==> config.mk <==
export PLATFORM = sky130hd
export DESIGN_NAME = macram_reader
export DESIGN_NICKNAME = d
export VERILOG_FILES = /design/src/rtl/macram_reader.sv
export SDC_FILE = /design/constraint.sdc
export NUM_CORES = 1
export LEC_CHECK = 0
export ABC_AREA = 0
export ABC_CLOCK_PERIOD_IN_PS = 3050
export CORE_MARGIN = 4
export CORE_UTILIZATION = 36
export CTS_CLUSTER_SIZE = 12
export DETAILED_ROUTE_END_ITERATION = 7
export SLEW_MARGIN = 0
export SYNTH_ARGS = -nofsm -noshare
export SYNTH_HDL_FRONTEND = slang
export SYNTH_SLANG_ARGS = --single-unit
export TNS_END_PERCENT = 30
==> constraint.sdc <==
create_clock -name clk -period 3.05 [get_ports clk]
set_input_delay 0.61 -clock clk [delete_from_list [all_inputs] [get_ports clk]]
set_output_delay 0.61 -clock clk [all_outputs]
set_load 0.02 [all_outputs]
==> src/rtl/macram_reader.sv <==
// macram_reader: dumps every MAC bank channel to a ready/valid stream; CLEAR phase built when MACRAM_READER_CLEAR_EN is defined
module macram_reader #(
  parameter int ADDR_W = 5,
  parameter int DATA_W = 32,
  parameter int GUARD = 34
) (
  input  logic              clk,
  input  logic              rst,
  input  logic              start,
  output logic              busy,
  output logic              done,
  output logic              hold,
  output logic              mac_read,
  output logic [ADDR_W-1:0] mac_rAddr,
  input  logic [DATA_W-1:0] mac_rData,
  output logic              mac_clr,
  output logic              out_valid,
  input  logic              out_ready,
  output logic [DATA_W-1:0] out_data,
  output logic [ADDR_W-1:0] out_index,
  output logic              out_last
);
  typedef enum logic [2:0] {IDLE, HOLD, ENTER, ISSUE, DRAIN, CLEAR, DONE} state_t;
  localparam int EW = DATA_W + ADDR_W;
  localparam logic [ADDR_W-1:0] LAST = '1;
  state_t state_q, state_d;
  logic [15:0] cnt_q, cnt_d;
  logic [ADDR_W-1:0] addr_q, addr_d, idx1_q, idx1_d, idx2_q, idx2_d;
  logic v1_q, v1_d, v2_q, v2_d;
  logic [3:0][EW-1:0] mem_q, mem_d;
  logic [1:0] rd_q, rd_d, wr_q, wr_d;
  logic [2:0] fill_q, fill_d;
  logic [EW-1:0] head;
  logic issue, pop;
  always_comb begin
    head = mem_q[rd_q];
    out_valid = fill_q != 3'd0;
    out_data = out_valid ? head[EW-1:ADDR_W] : '0;
    out_index = out_valid ? head[ADDR_W-1:0] : '0;
    out_last = out_valid && head[ADDR_W-1:0] == LAST;
    pop = out_valid && out_ready;
    issue = state_q == ISSUE && fill_q + 3'(v1_q) + 3'(v2_q) < 3'd4;
    busy = state_q != IDLE;
    hold = busy;
    done = state_q == DONE;
    mac_read = state_q == ENTER || state_q == ISSUE || (state_q == DRAIN && (v1_q || v2_q));
    mac_rAddr = addr_q;
`ifdef MACRAM_READER_CLEAR_EN
    mac_clr = state_q == CLEAR && cnt_q == 16'd1;
`else
    mac_clr = 1'b0;
`endif
    v1_d = issue;
    idx1_d = addr_q;
    v2_d = v1_q;
    idx2_d = idx1_q;
    mem_d = mem_q;
    if (v2_q) mem_d[wr_q] = {mac_rData, idx2_q};
    wr_d = wr_q + 2'(v2_q);
    rd_d = rd_q + 2'(pop);
    fill_d = fill_q + 3'(v2_q) - 3'(pop);
    addr_d = issue && addr_q != LAST ? addr_q + ADDR_W'(1) : addr_q;
    state_d = state_q;
    cnt_d = cnt_q;
    case (state_q)
      IDLE: state_d = start ? HOLD : IDLE;
      HOLD: begin
        cnt_d = cnt_q == 16'(GUARD - 1) ? '0 : cnt_q + 16'd1;
        state_d = cnt_q == 16'(GUARD - 1) ? ENTER : HOLD;
      end
      ENTER: state_d = ISSUE;
      ISSUE: state_d = issue && addr_q == LAST ? DRAIN : ISSUE;
      DRAIN: if (!v1_q && !v2_q && fill_q == 3'd0) begin
`ifdef MACRAM_READER_CLEAR_EN
        state_d = CLEAR;
`else
        state_d = DONE;
`endif
      end
`ifdef MACRAM_READER_CLEAR_EN
      CLEAR: begin
        cnt_d = cnt_q == 16'(2**ADDR_W + 3) ? '0 : cnt_q + 16'd1;
        state_d = cnt_q == 16'(2**ADDR_W + 3) ? DONE : CLEAR;
      end
`endif
      DONE: begin
        state_d = IDLE;
        addr_d = '0;
      end
      default: state_d = IDLE;
    endcase
  end
  always_ff @(posedge clk) begin
    if (rst) begin
      state_q <= IDLE;
      cnt_q <= '0;
      addr_q <= '0;
      idx1_q <= '0;
      idx2_q <= '0;
      v1_q <= 1'b0;
      v2_q <= 1'b0;
      mem_q <= '0;
      rd_q <= '0;
      wr_q <= '0;
      fill_q <= '0;
    end else begin
      state_q <= state_d;
      cnt_q <= cnt_d;
      addr_q <= addr_d;
      idx1_q <= idx1_d;
      idx2_q <= idx2_d;
      v1_q <= v1_d;
      v2_q <= v2_d;
      mem_q <= mem_d;
      rd_q <= rd_d;
      wr_q <= wr_d;
      fill_q <= fill_d;
    end
  end
endmodule

Run 1, where the registers sit:
Other sequential cells in the stronger grey, the rest of the logic in the fainter grey.
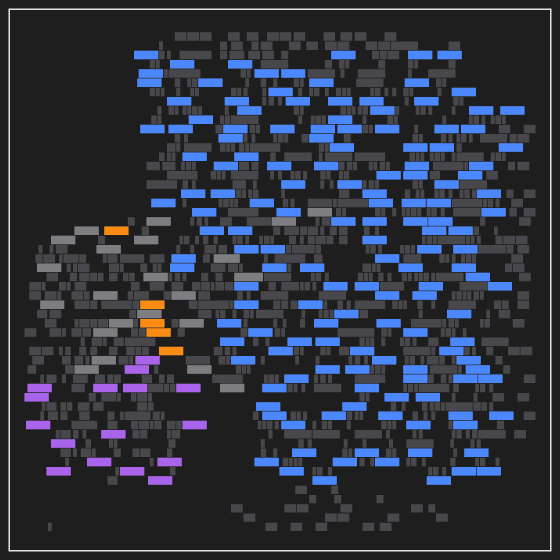
[mem_q] blue | sequential cells: 148
[idx1_q] orange | sequential cells: 5 | where: middle left
[cnt_q] purple | sequential cells: 16 | where: lower left
not coloured: 22

Run 1, local utilization:
The die is cut into 16 by 16 equal tiles; black is low, pale yellow is high, 0 to 100% covered.
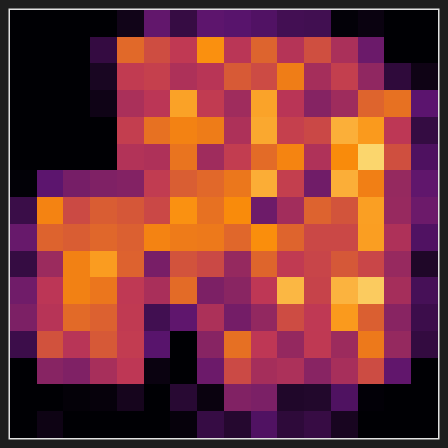
emptiest ninth of the die: upper left
mean over tiles: 38%
nearly empty tiles: 19%

==> deck_impl_summary.md, run 1 <==
Flow Results at a Glance

Synthesis
  • Synth async-reset ratio: 0
  • Register share after synthesis: 0.467
  • Number of enable flip-flop cells: 0
  • Post-Synthesis Cells: 946
  • Yosys reg bits: 191
  • XOR/XNOR Fraction of Synth Area: 0.0161
  • Avg Cell Area, Syn: slightly below 9 um2
  • Simple-Gate Area Share: 0.244
  • Max-area cell share: 0.467
  • Ys flop type: dfxtp_1
  • Mapped Nets: 992

Critical path
  • CP Depth: 4
  • CP endpoint kind: output pin
  • CP arrival: 2.36 ns
  • WP buf/inv: 2
  • Register-to-register setup slack: 0.77 ns
  • Setup CP Type: reg -> out
  • CP startpoint: rd_q[0]

Global route
  • Total global-route track usage: 0.168
  • GRT met1 Usage: 0.225

Finish
  • Clock Buffer Count: 17
  • Fin nets: 1046
  • Logic area: between 0.004 and 0.005 mm2
  • Register area: 0.00383 mm2
  • Fraction of area in multi-input gates: 0.410
  • Seq/total area: 0.389
  • Largest regs: mem_q (148), cnt_q (16)
  • Max reg flops: 148

Pwr
  • Clk power: 2.20 mW
  • Sw Ratio: 0.278
  • Power per Cell Area: ~560 mW/mm2
  • LEAKAGE: 3.26 nW
  • Total power: 5.55 mW

Hold path
  • WHS Path Cells: 1

STA
  • Tmin final: 2.97 ns
  • Period utilisation layout: 0.973
  • Fmax: between 300 and 400 MHz
  • WHS: 0.440 ns
  • Max transition margin: 0.310

Job
  • Total of max-cap violations: 0

Floorplanning
  • Tap cells: 280
  • Die Y: 159 um

CTS
  • # H-tree levels: 4
  • Cts hold-fix bufs: 0
  • CTS Buf Count: 17
  • CTS tree: done

Routing
  • # DRC: 0
  • Vias per Instance: 5.06
  • Total number of vias: approximately 6500

Status
  • Status: finished clean
Run 1, routing congestion:
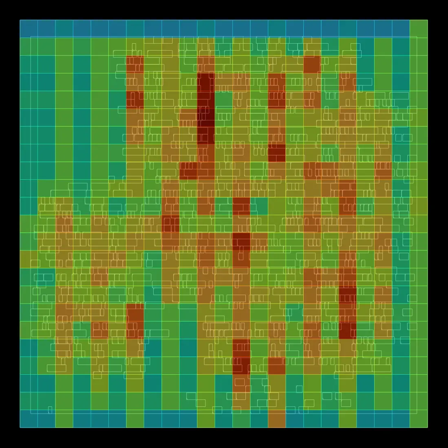
GR peak layer: met2
final core occ: 0.446
met2 Usage GRT: 0.277
GR Layer Usage met3: 0.0389

Run 1, placement by cell class:
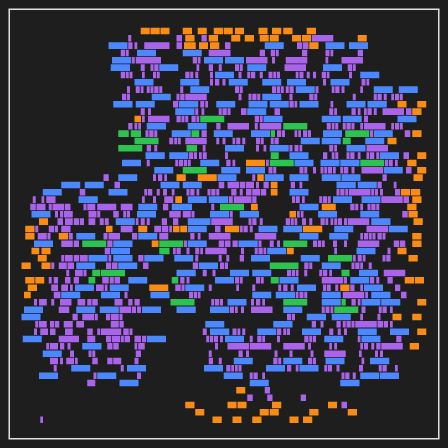
[clock drivers and dummy loads] green | cells: 32
[remaining buffers and delay cells] orange | cells: 101
[combinational and other logic] purple | cells: 689
[sequential cells] blue | cells: 191

Run 1, sizing map:
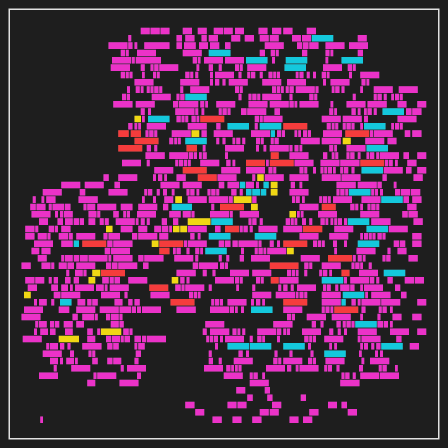

==> run 2, diff against run 1 <==
Settings changed: CELL_PAD_IN_SITES_DETAIL_PLACEMENT from default to 2, CELL_PAD_IN_SITES_GLOBAL_PLACEMENT from default to 2, CORE_UTILIZATION 36 to 35, MAX_ROUTING_LAYER from default to met4, PLACE_DENSITY_LB_ADDON from default to 0.1.
Run 2, sizing map:
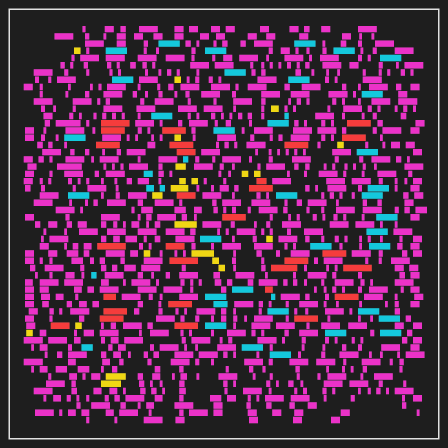
[_2 cells] cyan | cells: 43 | share: 4.3%
[_3 and _4 cells] yellow | cells: 22 | share: 2.2%
[_6 and larger] red | cells: 29 | share: 2.9%
[_0 and _1 cells] magenta | cells: 916 | share: 91%

Run 2, placement by cell class:
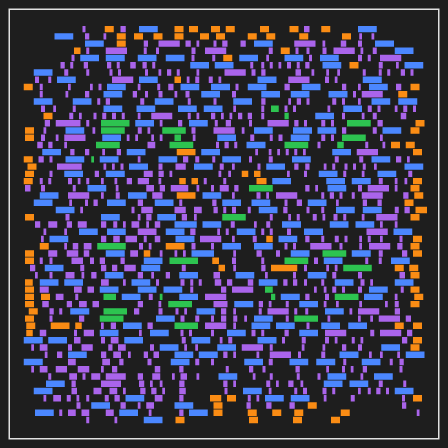
[sequential cells] blue | cells: 191
[combinational and other logic] purple | cells: 689
[clock drivers and dummy loads] green | cells: 30
[remaining buffers and delay cells] orange | cells: 100

Run 2, routing congestion:
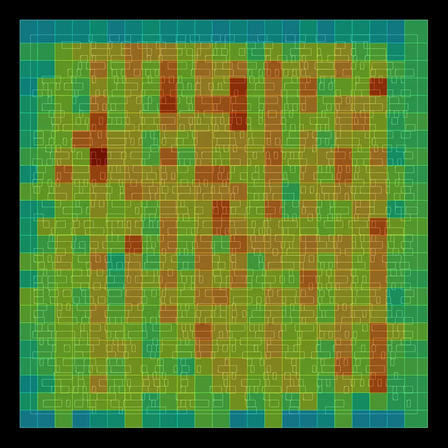
final core occ: 0.436
DR WL/cell: 19.0 um
GRT met1 Usage: 0.261
met2 Usage GRT: 0.347
total global-route track usage: 0.204

==> deck_impl_summary.md, run 2 <==
Flow Results at a Glance

Status
  • Status: finished clean

Synthesis
  • Max-area cell share: 0.467 (unchanged)
  • Avg Cell Area, Syn: 8.65 um2 (unchanged)
  • Register share after synthesis: 0.467 (unchanged)
  • XOR/XNOR Fraction of Synth Area: 0.0161 (unchanged)
  • Yosys reg bits: 191 (unchanged)

Critical path
  • Setup CP Type: reg -> out
  • Register-to-register setup slack: 0.56 ns (-0.21 ns)
  • WP buf/inv: 2 (unchanged)

Finish
  • Largest regs: mem_q (148), cnt_q (16)
  • Max reg flops: 148 (unchanged)
  • Logic area: 0.00406 mm2 (+0.50%)
  • Fin nets: 1045 (-0.096%)

Global route
  • GR peak layer: met2

STA
  • WHS: 0.444 ns (+0.00351 ns)
  • Fmax: 337 MHz (about the same)

Pwr
  • Power per Cell Area: 582 mW/mm2 (+3.4%)
  • LEAKAGE: 3.29 nW (+0.90%)
  • Sw Ratio: 0.264 (-0.0137)

CTS
  • # H-tree levels: 4 (unchanged)

Floorplanning
  • Tap cells: 313 (+12%)

Routing
  • # DRC: 0 (unchanged)

Job
  • Total of max-cap violations: 0 (unchanged)
Power figures rest on the tool's default switching activity, not on a simulated workload.
